## config.mk

```make
export PLATFORM = sky130hd
export DESIGN_NAME = adder
export DESIGN_NICKNAME = d
export VERILOG_FILES = /design/src/rtl/adder.sv
export SDC_FILE = /design/constraint.sdc
export NUM_CORES = 1
export LEC_CHECK = 0
export CAP_MARGIN = 15
export CORE_MARGIN = 5
export CORE_UTILIZATION = 42
export DETAILED_ROUTE_END_ITERATION = 12
export PLACE_DENSITY = 0.69
export SLEW_MARGIN = 20
export SYNTH_ARGS = -nofsm -noshare
export SYNTH_HDL_FRONTEND = slang
export SYNTH_SLANG_ARGS = --single-unit
```

## constraint.sdc

```tcl
create_clock -name clk -period 2.9 [get_ports clk]
set_input_delay 0.58 -clock clk [delete_from_list [all_inputs] [get_ports clk]]
set_output_delay 0.58 -clock clk [all_outputs]
set_load 0.02 [all_outputs]
```

## src/rtl/adder.sv

```systemverilog
// ----------------------------------------------------------------------------
// adder: two-stage pipelined three-operand unsigned adder.
//
// Computes in1 + in2 + in3 at full precision (WIDTH+2 bits). Stage 1 compresses
// the three operands to a sum/carry pair with a row of 3:2 counters; stage 2
// resolves that pair with a parallel-prefix carry-propagate adder. A valid bit
// travels with the data, so latency is exactly two cycles and gaps in in_valid
// reappear unchanged on out_valid. Data registers hold when their stage is
// idle, so the outputs keep the last result between valid pulses.
//
// Ports:
//   clk        rising-edge clock
//   rst        synchronous active-high reset; clears every pipeline register
//   in_valid   operand set on in1/in2/in3 is valid this cycle
//   in1..in3   unsigned operands, WIDTH bits each
//   sum        low WIDTH bits of the full sum
//   sum_hi     bits WIDTH+1:WIDTH of the full sum
//   overflow   full sum does not fit in WIDTH bits (sum_hi != 0)
//   out_valid  sum/sum_hi/overflow carry a fresh result this cycle
// ----------------------------------------------------------------------------
module adder #(
    parameter int unsigned WIDTH = 32
) (
    input  logic             clk,
    input  logic             rst,
    input  logic             in_valid,
    input  logic [WIDTH-1:0] in1,
    input  logic [WIDTH-1:0] in2,
    input  logic [WIDTH-1:0] in3,
    output logic [WIDTH-1:0] sum,
    output logic [1:0]       sum_hi,
    output logic             overflow,
    output logic             out_valid
);

    // Three WIDTH-bit operands sum to at most 3*(2^WIDTH-1), which needs WIDTH+2 bits.
    localparam int FullW = int'(WIDTH) + 2;

    if (WIDTH < 2 || WIDTH > 64) begin : g_bad_width
        $error("adder: WIDTH must be in 2..64");
    end

    // ------------------------------------------------------------------------
    // Parallel-prefix (Kogge-Stone) adder over FullW bits, carry-in zero.
    // Each level doubles the span of the (generate, propagate) groups; after
    // ceil(log2(FullW)) levels g[i] is the carry out of bits [i:0].
    // ------------------------------------------------------------------------
    function automatic logic [FullW-1:0] prefix_add(input logic [FullW-1:0] a,
                                                    input logic [FullW-1:0] b);
        logic [FullW-1:0] g;
        logic [FullW-1:0] p;
        logic [FullW-1:0] g_n;
        logic [FullW-1:0] p_n;
        logic [FullW-1:0] half;
        g    = a & b;
        p    = a ^ b;
        half = p;
        for (int l = 0; (1 << l) < FullW; l++) begin
            g_n = g;
            p_n = p;
            for (int i = (1 << l); i < FullW; i++) begin
                g_n[i] = g[i] | (p[i] & g[i - (1 << l)]);
                p_n[i] = p[i] & p[i - (1 << l)];
            end
            g = g_n;
            p = p_n;
        end
        // Carry into bit i is the group generate of bits [i-1:0].
        return half ^ {g[FullW-2:0], 1'b0};
    endfunction

    // ------------------------------------------------------------------------
    // Stage 1: carry-save compression
    // ------------------------------------------------------------------------
    logic [WIDTH-1:0] s_d;
    logic [WIDTH:0]   c_d;
    logic [WIDTH-1:0] s_q;
    logic [WIDTH:0]   c_q;
    logic             v1_q;

    always_comb begin
        s_d = in1 ^ in2 ^ in3;
        // Majority is the carry out of each bit position, so it weighs one bit higher.
        c_d = {(in1 & in2) | (in1 & in3) | (in2 & in3), 1'b0};
    end

    always_ff @(posedge clk) begin
        if (rst) begin
            s_q  <= '0;
            c_q  <= '0;
            v1_q <= 1'b0;
        end else begin
            v1_q <= in_valid;
            if (in_valid) begin
                s_q <= s_d;
                c_q <= c_d;
            end
        end
    end

    // ------------------------------------------------------------------------
    // Stage 2: carry-propagate add of the sum/carry pair
    // ------------------------------------------------------------------------
    logic [FullW-1:0] full_d;
    logic [WIDTH-1:0] sum_q;
    logic [1:0]       sum_hi_q;
    logic             overflow_q;
    logic             out_valid_q;

    always_comb begin
        full_d = prefix_add({2'b00, s_q}, {1'b0, c_q});
    end

    always_ff @(posedge clk) begin
        if (rst) begin
            sum_q       <= '0;
            sum_hi_q    <= 2'b00;
            overflow_q  <= 1'b0;
            out_valid_q <= 1'b0;
        end else begin
            out_valid_q <= v1_q;
            if (v1_q) begin
                sum_q      <= full_d[WIDTH-1:0];
                sum_hi_q   <= full_d[FullW-1:WIDTH];
                overflow_q <= |full_d[FullW-1:WIDTH];
            end
        end
    end

    assign sum       = sum_q;
    assign sum_hi    = sum_hi_q;
    assign overflow  = overflow_q;
    assign out_valid = out_valid_q;

endmodule

```

==> run_1/layers.png <==
Only two layers are drawn.
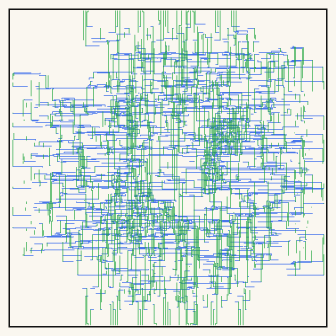
legend:
  green:
    layer: M2
    wire_length: 6430 um
  blue:
    layer: M1
    wire_length: 6570 um

==> run_1/port_trees.png <==
Scale bar: 50 um.
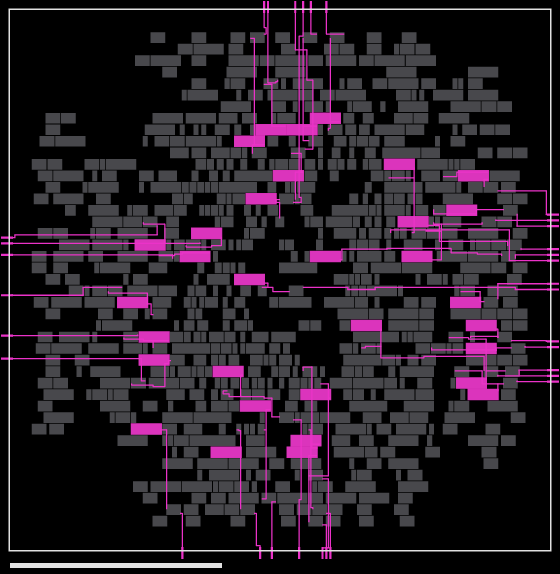
legend:
  magenta:
    port: `sum`
    direction: output
    edge: 13 east, 7 south, 6 west, 6 north
    end_cells: 32
    buffers: 32
    wire: 1320 um
IO Pins: 135
IO buf count: 134

==> reports/metrics.yaml <==
grtUsageTotal: 0.1740
fmax_mhz: 363.0
worstSetupPathType: "flip-flop to flip-flop"
async_flop_share: 0
fp_util: 0.4232
hold_depth: 2
cts_tree: "done"
utilization: 0.5582
drt-initial-drc-count: 262
grt_pass1_vias: 4804
syn_area_mm2: 0.005806
status: "completed"
vias_per_cell: 5.219
ir_drop_mv: 0.2719
wire_per_inst_um: 15.50
coreArea_mm2: 0.01372
hp-start: "sum[12]"
setup_slack_ps: 145.4
finalSetupViolCount: 0
maxCapViolations: 0
warning_count: 26
ys_seq_frac: 0.3483
pre_cts_ws_ps: 96.93
lay_top_count: "clkdlybuf4s50_1"
cts_root_buf: "clkbuf_16"
most-common-layout-cells: "clkdlybuf4s50_1 (132), nor2_1 (113), dfxtp_1 (100), mux2i_1 (81), fa_1 (32)"
synth_stat.cells: 601
ys_area_mm2: 0.005806
finalPower_w: 0.003756
drive_gt1_frac: 0.05640
via_count: 4734
cts_hold_buf: 0
required_ps: 3140
clk_path_buf_depth: 2
regToRegSetupSlack_ps: 150
min_path_type: "flip-flop to flip-flop"
==> run_1/closeup.png <==
Region (12, 76) to (52, 116) um. Cells in grey, sequential cells in the stronger grey; small squares are vias.
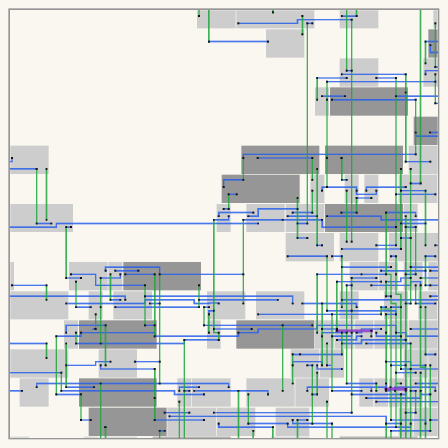
legend:
  purple:
    layer: M3
  blue:
    layer: M1
  green:
    layer: M2
netlist names of flops here include: `c_q` (5), `s_q` (5)
sequential cells in the window: 10
cells with their middle in the window: 73
most frequent: nor2_1 (14), mux2i_1 (10), dfxtp_1 (10)

==> run 1: worst max path at each step <==
stage | start | to | slack (ps) | cells after the start
2_1_floorplan | s_q[1] | overflow | 260 | 10
3_3_place_gp | s_q[1] | sum[11] | 170 | 11
3_5_place_dp | s_q[1] | sum[11] | 100 | 11
4_1_cts | s_q[1] | sum[11] | 60 | 11
5_1_grt | s_q[1] | sum[11] | 1 | 11
6_report | s_q[1] | sum[11] | 150 | 11
==> run 1: power breakdown <==
part / switching (W) / internal (W)
Sequential: 0.0000662 / 0.00149
Combinational: 0.000449 / 0.000441
Clock: 0.000508 / 0.000801
Total: 0.00102 / 0.00273
==> run 1: synthesized netlist by cell type (4+ instances only) <==
master	count
xor2_1	6
fa_1	33
ha_1	31
mux2i_1	81
a21o_1	15
a211oi_1	6
o21a_1	5
clkbuf_1	25
and3_1	4
nor3_1	6
inv_1	15
o21bai_1	6
nand3_1	6
xnor2_1	17
nor2_1	113
o21ai_0	14
nand4_1	8
o21ai_1	5
nand2_1	24
dfxtp_1	101
a21oi_1	32
==> run 1: registers in the layout, summed over array words and instances, names as in the netlist <==
name / cells
c_q: 32
s_q: 32
sum: 32
sum_hi: 2
out_valid: 1
overflow: 1
v1_q: 1
==> run 1: cell families after synthesis <==
logic type	Yosys count	synth area share
AOI/OAI and AO/OA	110	0.1317
xor gates and xnor gates	23	0.03470
adders and majority gates	64	0.1806
buffers and inverters	46	0.03017
DFF	101	0.3483
muxes	82	0.1416
and+or+nand+nor	175	0.1330
==> run 1: routing by layer <==
metal  share of wire  wire, um  up-vias  global-route usage
met5               0         0        -                   0
met2            0.46      6432      128              0.2821
met4          0.0096       135        0             0.03683
li1                -         -     2351                   -
met1            0.47      6571     2243              0.2371
met3           0.066       921       12             0.04306
==> run 1: cell type report <==
cell class | count | area share
multi-input cells | 454 | 0.4739
flip-flops and latches | 101 | 0.2642
repair buffers | 140 | 0.1820
clock buffers | 12 | 0.03349
well taps | 180 | 0.02941
clock inverters | 4 | 0.009149
inverters | 16 | 0.007842
==> run 1: critical path, stage by stage, from the launching register on <==
cell      delay (ps)
dfxtp_1          310
ha_1             220
fa_2             360
a21o_1           210
a221oi_2         300
buf_4            180
o21bai_1          80
a21oi_2          170
o21bai_1          80
a21oi_1          170
mux2_2           350
a31o_2           210
==> run 1: stage by stage <==
stage | instance area [um2] | hold WS (ps) | std cells
6_report | 7659 | 473.4 | 907
5_1_grt | 7659 | 510.5 | 907
4_1_cts | 7637 | 477.5 | 907
3_5_place_dp | 7311 | 468.7 | 891
3_3_place_gp | 7311 | 451.5 | 891
2_1_floorplan | 5806 | 460.1 | 601
Power figures rest on the tool's default switching activity, not on a simulated workload.
